[config.mk]
export PLATFORM = sky130hd
export DESIGN_NAME = sect283k1_pm_arb
export DESIGN_NICKNAME = d
export VERILOG_FILES = /design/src/rtl/sect283k1_pm_arb.sv
export SDC_FILE = /design/constraint.sdc
export NUM_CORES = 1
export LEC_CHECK = 0
export ABC_AREA = 1
export CORE_AREA = 3 3 775 777
export DETAILED_ROUTE_END_ITERATION = 6
export DIE_AREA = 0 0 778 780
export GPL_TIMING_DRIVEN = 0
export HOLD_SLACK_MARGIN = 0.06
export PLACE_DENSITY = 0.3
export SETUP_SLACK_MARGIN = 0.15
export SYNTH_ARGS = -nofsm -noshare
export SYNTH_HDL_FRONTEND = slang
export SYNTH_SLANG_ARGS = --single-unit
[constraint.sdc]
create_clock -name clk -period 1.6 [get_ports clk]
set_input_delay 0.32 -clock clk [delete_from_list [all_inputs] [get_ports clk]]
set_output_delay 0.32 -clock clk [all_outputs]
set_load 0.05 [all_outputs]
[src/rtl/sect283k1_pm_arb.sv]
// Round-robin arbiter sharing one sect283k1 point multiplier between two requesters,
// with a watchdog that aborts a multiplication which never reports completion.
module sect283k1_pm_arb #(
    parameter int unsigned   CW      = 24,
    parameter logic [CW-1:0] TIMEOUT = 24'd4000000
) (
    input  logic         clk,
    input  logic         rst_n,
    input  logic         clr,
    input  logic         req0,
    input  logic         req1,
    input  logic [282:0] d0,
    input  logic [282:0] d1,
    output logic         ack0,
    output logic         ack1,
    output logic         done0,
    output logic         done1,
    output logic         err,
    output logic         busy,
    output logic [282:0] x,
    output logic [282:0] y,
    output logic         pm_clr,
    output logic         pm_start,
    output logic [282:0] pm_d,
    input  logic         pm_done,
    input  logic [282:0] pm_x,
    input  logic [282:0] pm_y
);

    typedef enum logic {IDLE = 1'b0, WAIT = 1'b1} state_t;

    localparam logic [CW-1:0] WDOG_LAST = TIMEOUT - 1'b1;

    state_t         state_q, state_d;
    logic           last_grant_q, last_grant_d;
    logic           owner_q, owner_d;
    logic [CW-1:0]  wdog_q, wdog_d;
    logic           pm_done_q;
    logic [282:0]   x_q, x_d;
    logic [282:0]   y_q, y_d;
    logic [282:0]   pm_d_q, pm_d_d;
    logic           ack0_q, ack0_d;
    logic           ack1_q, ack1_d;
    logic           done0_q, done0_d;
    logic           done1_q, done1_d;
    logic           err_q, err_d;
    logic           pm_clr_q, pm_clr_d;
    logic           pm_start_q, pm_start_d;
    logic           busy_q;

    logic           grant_sel;
    logic           complete;

    // On a tie the port that did not win last time is chosen.
    assign grant_sel = (req0 & req1) ? ~last_grant_q : req1;
    // Only a fresh rising edge counts, so a stale level from a previous run is ignored.
    assign complete  = pm_done & ~pm_done_q;

    always_comb begin
        state_d      = state_q;
        last_grant_d = last_grant_q;
        owner_d      = owner_q;
        wdog_d       = wdog_q;
        x_d          = x_q;
        y_d          = y_q;
        pm_d_d       = pm_d_q;
        ack0_d       = 1'b0;
        ack1_d       = 1'b0;
        done0_d      = 1'b0;
        done1_d      = 1'b0;
        err_d        = 1'b0;
        pm_clr_d     = 1'b0;
        pm_start_d   = 1'b0;

        if (clr) begin
            state_d      = IDLE;
            last_grant_d = 1'b1;
            wdog_d       = '0;
            pm_clr_d     = 1'b1;
        end else begin
            case (state_q)
                IDLE: begin
                    if (req0 | req1) begin
                        pm_d_d       = grant_sel ? d1 : d0;
                        ack0_d       = ~grant_sel;
                        ack1_d       = grant_sel;
                        pm_start_d   = 1'b1;
                        wdog_d       = '0;
                        owner_d      = grant_sel;
                        last_grant_d = grant_sel;
                        state_d      = WAIT;
                    end
                end
                WAIT: begin
                    if (complete) begin
                        x_d     = pm_x;
                        y_d     = pm_y;
                        done0_d = ~owner_q;
                        done1_d = owner_q;
                        state_d = IDLE;
                    end else if (wdog_q == WDOG_LAST) begin
                        err_d    = 1'b1;
                        pm_clr_d = 1'b1;
                        state_d  = IDLE;
                    end else begin
                        wdog_d = wdog_q + 1'b1;
                    end
                end
                default: state_d = IDLE;
            endcase
        end
    end

    always_ff @(posedge clk or negedge rst_n) begin
        if (!rst_n) begin
            state_q      <= IDLE;
            last_grant_q <= 1'b1;
            owner_q      <= 1'b0;
            wdog_q       <= '0;
            pm_done_q    <= 1'b0;
            x_q          <= '0;
            y_q          <= '0;
            pm_d_q       <= '0;
            ack0_q       <= 1'b0;
            ack1_q       <= 1'b0;
            done0_q      <= 1'b0;
            done1_q      <= 1'b0;
            err_q        <= 1'b0;
            pm_clr_q     <= 1'b0;
            pm_start_q   <= 1'b0;
            busy_q       <= 1'b0;
        end else begin
            state_q      <= state_d;
            last_grant_q <= last_grant_d;
            owner_q      <= owner_d;
            wdog_q       <= wdog_d;
            pm_done_q    <= pm_done;
            x_q          <= x_d;
            y_q          <= y_d;
            pm_d_q       <= pm_d_d;
            ack0_q       <= ack0_d;
            ack1_q       <= ack1_d;
            done0_q      <= done0_d;
            done1_q      <= done1_d;
            err_q        <= err_d;
            pm_clr_q     <= pm_clr_d;
            pm_start_q   <= pm_start_d;
            busy_q       <= (state_d != IDLE);
        end
    end

    assign ack0     = ack0_q;
    assign ack1     = ack1_q;
    assign done0    = done0_q;
    assign done1    = done1_q;
    assign err      = err_q;
    assign busy     = busy_q;
    assign x        = x_q;
    assign y        = y_q;
    assign pm_clr   = pm_clr_q;
    assign pm_start = pm_start_q;
    assign pm_d     = pm_d_q;

endmodule

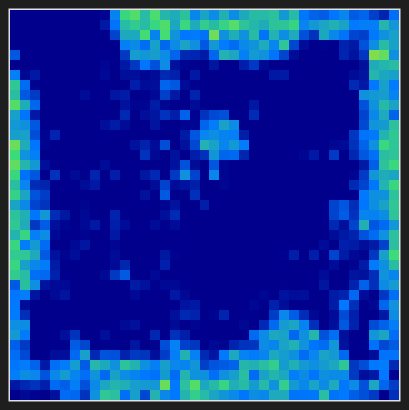
Run 1: cell area per tile
Scale: 0.5 px per um. The die is cut into 39 by 39 equal tiles; dark blue is low, red is high, 0 to 100% covered.
- emptiest ninth of the die: center
- mean over tiles: 12%
- nearly empty tiles: 50%
- fullest tile: 59%
core utilization of the finished layout: 13.53%
core utilization at floorplan: 5.941%
Placeable Area: 593800 um2

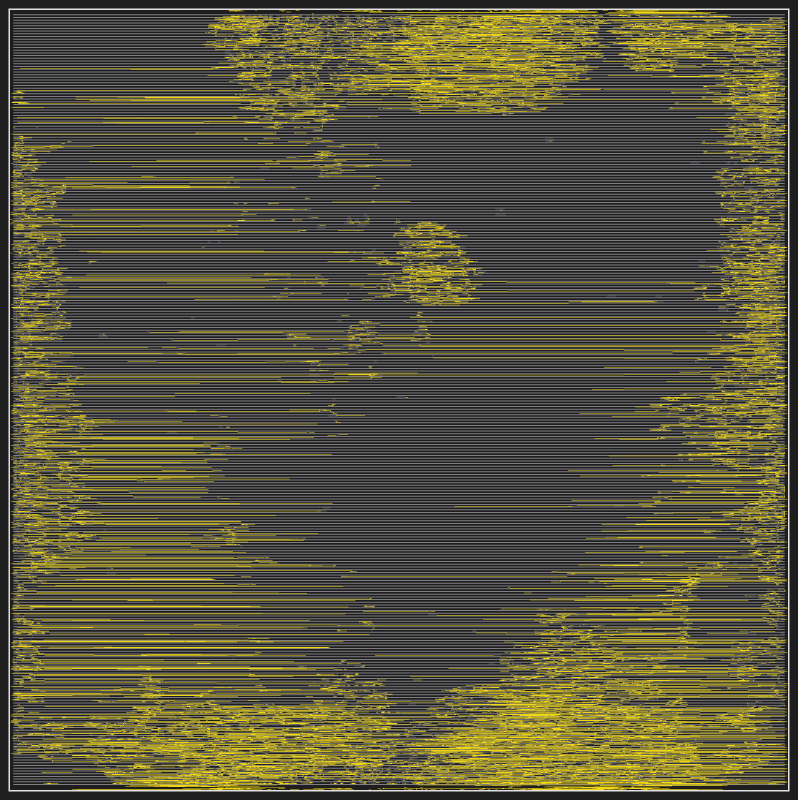
Run 1: met1 routing
Scale: 1 px per um. Supply wires on this layer in gray. Cells faint in the background.
- nets with wire on the layer: 7683
- main direction: horizontal
- share of all routed wire: 39%
total number of vias: 43117
fraction of met1 tracks used by global routing: 16.72%
total wirelength of the detailed-routed design: 459600 um

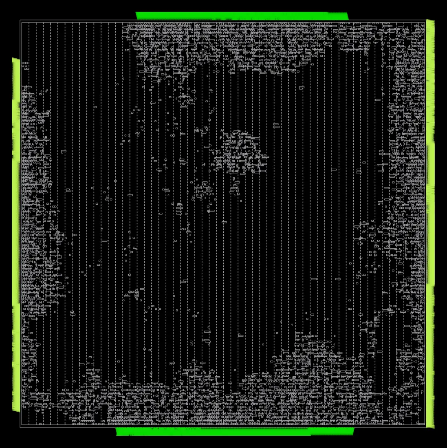
Run 1: cell placement
Flop Count: 884
count of inserted tapcells: 7837

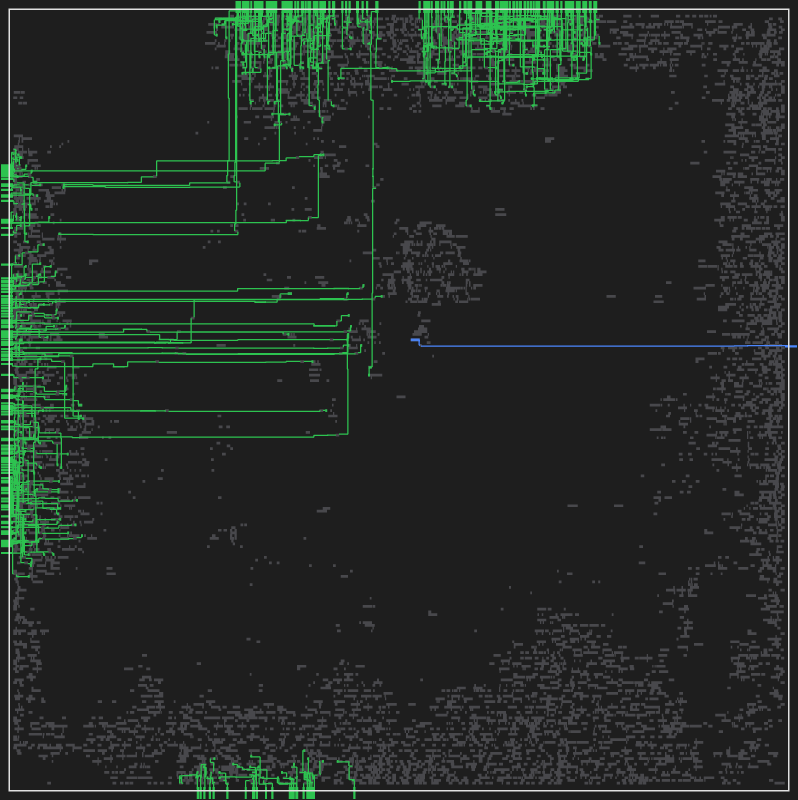
Run 1: port wiring
Scale: 1 px per um.
- d1: green (bits 283; direction input; edge 143 top, 116 left, 24 bottom; end cells 283; buffers 539; wire 23.0 mm)
- pm_clr: blue (bits 1; direction output; edge right; end cells 1; buffers 1; wire 374 um)
number of input and output port buffers inserted: 1994
IO Count: 1995

==> design notes, run 1 <==
The most common flop cell mapped by yosys is sky130_fd_sc_hd__dfrtp_1. Setup repair after global routing could not meet its margin everywhere. For the level count of the clock H-tree, the log shows 4. The global router reports that the layer with the highest usage is met2. The mapped netlist covers 35280 um2. Looking at the gate-level netlist, the highest instance count belongs to sky130_fd_sc_hd__nand2_1.

The tally of unique sky130hd cells used after synthesis was 26; the net switching power was 0.06136 W. With the average wire length per cell after detail routing at 30.18 um, the met3 wire length is 61700 um. The area of the multi-input gates is 12540 um2. Per the detail_route log, met2 wirelength is 203300 um.

Looking at the critical path, the single cell with the biggest stage delay is sky130_fd_sc_hd__dfrtp_1. CTS sink count: 884. The logs give -0.5127 ns for the final worst slack and -0.6163 ns for the worst hold-check slack. The OpenROAD report gives the critical path a data arrival time of 2.84 ns. Per the gpl log, the routability congestion estimate is 0.9142. The number of flops mapped to enable cells by yosys was 0; the remaining max-slew budget at the tightest pin was 30.16%. In the final report, the number of hold violations comes to 240. The plain and repair buffers instantiated in the layout total 3128. The final HPWL from detailed placement is 399200 um. By startpoint and endpoint, the worst setup path is classified as flip-flop to flip-flop. The number of clock buffers added by TritonCTS is 141.

The tools report the initial antenna violation count as 145. The flow ran to the end, but the final reports show violations. The run gives 4192 as the cell count after synthesis.

The top-area cell type share of the netlist area was 62.64%. For reference, the critical path is launched at pm_done_q. Checking hold timing, the worst path is listed with class input port to async pin. The total of endpoints with negative setup slack in the final report is 1730. The vertical die dimension came out at 780 um. Fill cells in the final layout number 68082.

The cell row count is 283, and the total number of yosys warnings is 0. Post-synthesis share of cell area spent on full adders, half adders and majority gates: 0.03547%. The final antenna diode count was 48. Grouping stages by cell kind, the critical path spends the most delay in buffers and inverters. Between clock sinks in the finished design, the worst skew comes to 0.05845 ns. With the multi-input gate count at 3052, the largest incremental delay on the critical path is 0.35 ns. Non-clock buffers make up 38.65% of the layout cell area. The final cell area excluding filler cells came out at 80360 um2.

The tools report the total of max-cap violations as 0. Largest area contributor in the synthesized netlist: sky130_fd_sc_hd__dfrtp_1. The overall chip area is 606800 um2. Once layout is complete, the cells apart from fillers number 15231.

The checks that failed: hold timing, setup timing. Cells with a size suffix above 1 make up 18.55% of the layout. The run gives 26.8% as the sequential group share of total power.

The flow reports an fmax of 473.3 MHz. By area, non-clock buffers come first. The mean number of vias per cell is 2.831, and the chip area from the yosys synthesis statistics is 35280 um2. The finished design was reported to have a net count of 8380. Tool warning count: 40. Yosys reports that the most numerous cell types are sky130_fd_sc_hd__nand2_1 (2644), sky130_fd_sc_hd__dfrtp_1 (883), sky130_fd_sc_hd__nand3_1 (303). Total leakage power: 34.96 nW. Setup slack on the worst path after placement came out at -3.020 ns.

Counting every net in the synthesized netlist gives 5331. In the synthesized netlist, the dominant kind of combinational cell is simple AND/OR/NAND/NOR gates.
==> run 1: state kept, by name (all words and copies together) (netlist names) <==
register      count
busy              1
ack0              1
owner_q           1
done0             1
ack1              1
last_grant_q      1
wdog_q           24
pm_clr            1
done1             1
pm_done_q         1
pm_start          1
err               1
y               283
x               283
pm_d            283
==> run 1: power groups by stage <==
| stage | clock network (W) | logic [W] | registers [W] |
|---|---|---|---|
| 4_1_cts | 0.0338 | 0.0584 | 0.0330 |
| 2_1_floorplan | 0 | 0.00536 | 0.0524 |
| 3_3_place_gp | 0 | 0.0580 | 0.0333 |
| 3_5_place_dp | 0 | 0.0581 | 0.0332 |
| 6_report | 0.0322 | 0.0575 | 0.0328 |
| 5_1_grt | 0.0343 | 0.0603 | 0.0336 |
## Run 2: what changed since run 1
- TNS_END_PERCENT: unset -> 5
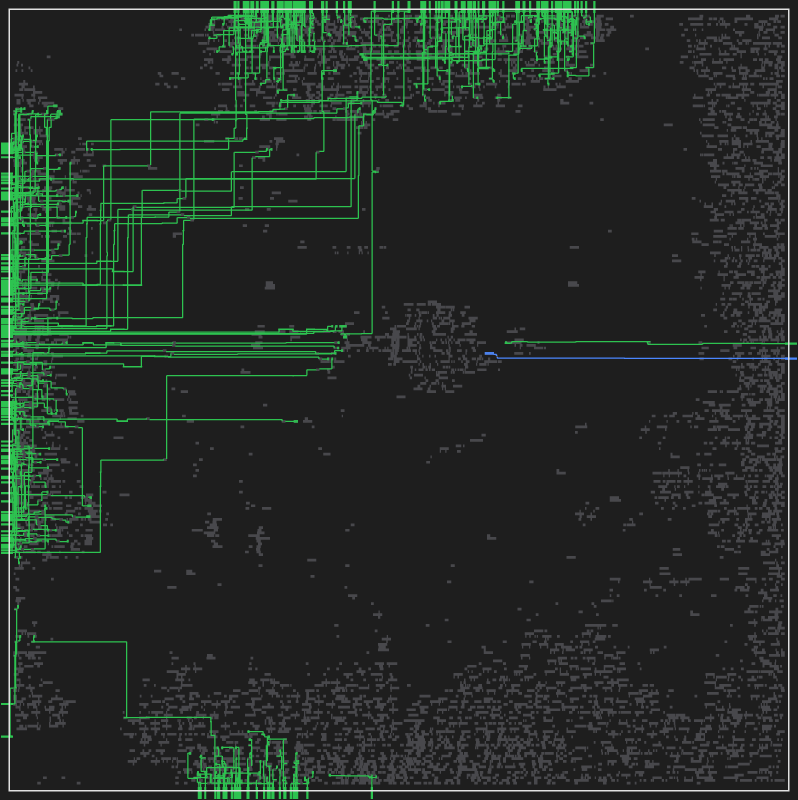
Run 2: port wiring
Scale: 1 px per um.
- d1: green (bits 283; direction input; edge 131 left, 119 top, 32 bottom, 1 right; end cells 283; buffers 547; wire 26.4 mm)
- pm_clr: blue (bits 1; direction output; edge right; end cells 1; buffers 1; wire 296 um)

==> run 2 against run 1 <==
Net effect: the flow still finishes with violations (hold timing, setup timing); core utilization rose by 0.29 points; synthesized cell count did not move; cell count grew 0.51%; critical path depth down 9; largest power group unchanged; combinational power grew 4.3%; synthesized area unchanged; die size unchanged; global-route usage grew 0.68 points; clock power is 3% higher; critical endpoint is now x[66]; fmax is 8.6% higher; highest routed layer unchanged; non-clock buffer count up 76; critical path type is now flip-flop to output port; largest cell class unchanged.
==> design notes, run 2 <==
The global placement routability congestion came out at 0.9448 (+3.3%). For the count of placed standard cells including taps, the log shows 14033. Once synthesis finished, the tally of register bits stood at 884. Average wire length per cell after detail routing: 31.41 um (+4.1%). Global routing consumed, on the met3 layer, 8.419% of the routing resources. The tools report the residual DRC count as 0. Of all cell types, the one taking the most synthesized area is sky130_fd_sc_hd__dfrtp_1. Worst reg2reg path endpoint: y[138]. The root buffer cell is sky130_fd_sc_hd__clkbuf_16. After layout, the design draws a total of 0.1260 W. Leaving out fill and tap cells, the most frequent cells in the layout are sky130_fd_sc_hd__nand2_1 (2452), sky130_fd_sc_hd__clkdlybuf4s50_1 (1136), sky130_fd_sc_hd__dlygate4sd3_1 (905).

In this run the register-to-register setup slack is -0.34 ns. The placed instances occupy a cell area of 65410 um2. Clock-pin slew was measured on the worst setup and hold paths at 0.06 ns.

The total of max-cap violations is 0 (unchanged). Walking the worst path, the cells encountered are buf_6. The worst min-delay path category is input port to async pin.

The logs give 36.36 nW (+4.0%) for the total leakage power and 0.0008527 V for the worst ir drop on vdd. The mean instance size in the synthesized netlist is 8.415 um2. According to the report, the first pass of detailed routing completed in 5 iterations.

Number of flops mapped to enable cells by yosys: 0 (unchanged). The category of the most critical setup path is flip-flop to output port. The tools report the capturing element type of the critical path as an output port.

The total number of cells along the worst setup path is 1. Remaining max-slew budget at the tightest pin: 33.91% (+3.7 points). For the worst-skew pair, the clock arrives at the later sink with an insertion delay of 0.90 ns.

The run gives 0 as the final number of max-transition violations. TritonCTS built the clock tree. Ranked by instance count, the synthesized netlist is headed by sky130_fd_sc_hd__nand2_1 (2644), sky130_fd_sc_hd__dfrtp_1 (883), sky130_fd_sc_hd__nand3_1 (303).

The cell total in the yosys stat output was 4192. The commonest register cell is sky130_fd_sc_hd__dfrtp_1. The level count of the clock H-tree was 4 (unchanged). The worst register-to-register path depth is 12.

The final critical delay including setup and external delays works out to 1.946 ns. Looking at the post-CTS report, the setup buffer insertion count equals 30. The first global-routing pass estimated 582600 um of wire. The post-synthesis share of cell area spent on full adders, half adders and majority gates is 0.03547% (unchanged), and the global-route usage over all layers is 15.20%.

The final reports fail on hold timing, setup timing. The final worst slack is -0.3459 ns (+0.1668 ns). The vertical die dimension was 780 um (unchanged); the cell row count was 283 (unchanged). The chip area from the yosys synthesis statistics was 35280 um2 (unchanged); the number of buffers inserted by port buffering was 1994 (unchanged).

STA classifies the critical path startpoint as a flip-flop. The die boundary width is 778 um. The initial antenna violation count was 174 (+20%); the overall routed net length was 480900 um (+4.6%). Of the total synthesized cell area, the portion taken by AND-OR and OR-AND cells is 0.3476%. For reference, the critical path is launched at x[66].

Of the post-synthesis cell area, the part taken by muxes is 0%. The run finished, with violations left. The worst-path cell with the longest stage delay is sky130_fd_sc_hd__dfrtp_1.

By instance count after routing, the leading logic cell type is sky130_fd_sc_hd__nand2_1. The top-area cell type share of the netlist area works out to 62.64% (unchanged). Setup repair after global routing could not meet its margin everywhere.

Of the combinational cells, the family taking the most area is simple AND/OR/NAND/NOR gates. The logs give 5331 (unchanged) for the total nets after synthesis and 417300 um (+4.5%) for the final HPWL from detailed placement. The run gives 45475 as the number of global-route vias before repair.

The cell-mix breakdown from Yosys lists the XOR/XNOR area share as 0.1490%. The core occupancy in the finished layout was 13.82% (+0.29 points); the global routing met2 resource utilization was 24.21%. The basic-gate share of the synthesized area counting and, or, nand and nor cells was 33.45%.

The data arrival time of the critical path is 1.63 ns (-1.21 ns). The tools report the number of failing hold endpoints at the final stage as 273 (+14%). Along the worst path, the maximum fanout reaches 2. The busiest layer in global routing is met2. For this design the ratio of total power to cell area is 1535 nW/um2.

The worst hold-check slack was -0.6163 ns (+0.00001500 ns); the buffer depth of the longest clock path was 4. The cell resize tally after clock tree synthesis was 4995. The tools report the met1 layer usage reported by global route as 17.38% (+0.66 points). The tool warning count is 45 (+13%).

Dividing the final minimum period by the clock period gives 121.6%. For the CTS sink count, the log shows 884 (unchanged). With the share of post-route cells with drive strength above 1 at 22.15% (+3.6 points), the sequential-to-total area share from yosys stat is 62.71%.

With the worst setup skew after layout at 0.1005 ns (+0.04209 ns), the core utilization at floorplan is 5.941% (unchanged). The number of buffers inserted during clock tree synthesis is 143 (+1.4%). The violation tally recorded at the end of detailed-routing iteration 0 is 2734. The layout overhead on the synthesized area is 132.6%. For the total of endpoints with negative setup slack in the final report, the log shows 1723 (-0.40%). The tools report the core outline area as 593800 um2 (unchanged). With the largest incremental delay on the critical path at 0.50 ns (+0.15 ns), the mean number of vias per cell is 2.835 (+0.15%).

Peak clock frequency supported by timing: 513.9 MHz (+8.6%). Most frequent cell after synthesis: sky130_fd_sc_hd__nand2_1. The run gives 8458 (+0.93%) as the total number of nets in the final design. Launch instance of the worst register-to-register path: busy.

The transition time recorded at the tightest slew-check pin is 0.9914 ns. Worst slack at placement: -2.870 ns (+0.1499 ns). Entering global routing, the biggest net connects 133 pins.

The kind of cell with the highest combined delay along the critical path is flip-flops. Buffers inserted to repair hold after CTS numbered 903. In this run the remaining antenna-violating nets after routing total 0. The final standard cell count with taps included and fillers excluded came out at 15308 (+0.51%). For this run the aggregate overflow at the end of global routing stands at 0.

For the final cell area excluding filler cells, the log shows 82060 um2 (+2.1%). For the total number of yosys warnings, the log shows 0 (unchanged). By area the synthesized netlist is led by sky130_fd_sc_hd__dfrtp_1 (63%), sky130_fd_sc_hd__nand2_1 (28%), sky130_fd_sc_hd__nand3_1 (4.3%). Capturing instance or port of the critical path: x[66]. The run gives 606800 um2 (unchanged) for the overall chip area. The count of buffer and inverter cells on the critical path is 1, and the required time reported for the critical path endpoint is 1.28 ns. The total standard cell area after synthesis is 35280 um2 (unchanged), and the number of I/O pins is 1995 (unchanged). The logs give -399.15 ns for the total negative slack for setup checks and 26 (unchanged) for the tally of unique sky130hd cells used after synthesis.

The post-synthesis async set-or-reset flop share is 100.0%. The cell count after synthesis is 4192 (unchanged), and the via total after detailed routing is 43398 (+0.65%).
## run 2: layout make-up
type / instances / area, um2
Clock buffer: 195 / 4014
Fill cell: 68024 / 511700
Multi-Input combinational cell: 3053 / 13280
Timing Repair Buffer: 2981 / 29450
Buffer: 223 / 2395
Clock inverter: 50 / 663.1
Tap cell: 7837 / 9806
Antenna cell: 52 / 130.1
Sequential cell: 884 / 22150
Inverter: 33 / 172.7
## run 2: where the power goes
part           leakage [nW]  switching (W)  internal, W
clock network          2.28         0.0140       0.0193
logic                  23.0         0.0447       0.0153
registers              11.0        0.00443       0.0283
## run 2: layer usage
layer  up-vias  part of all wire (%)
met5         -                 0.095
met4        72                   3.5
met3       493                    13
met2      2074                    45
met1     21417                    38
li1      19342                     -
Power is estimated from default activity; no workload was simulated.
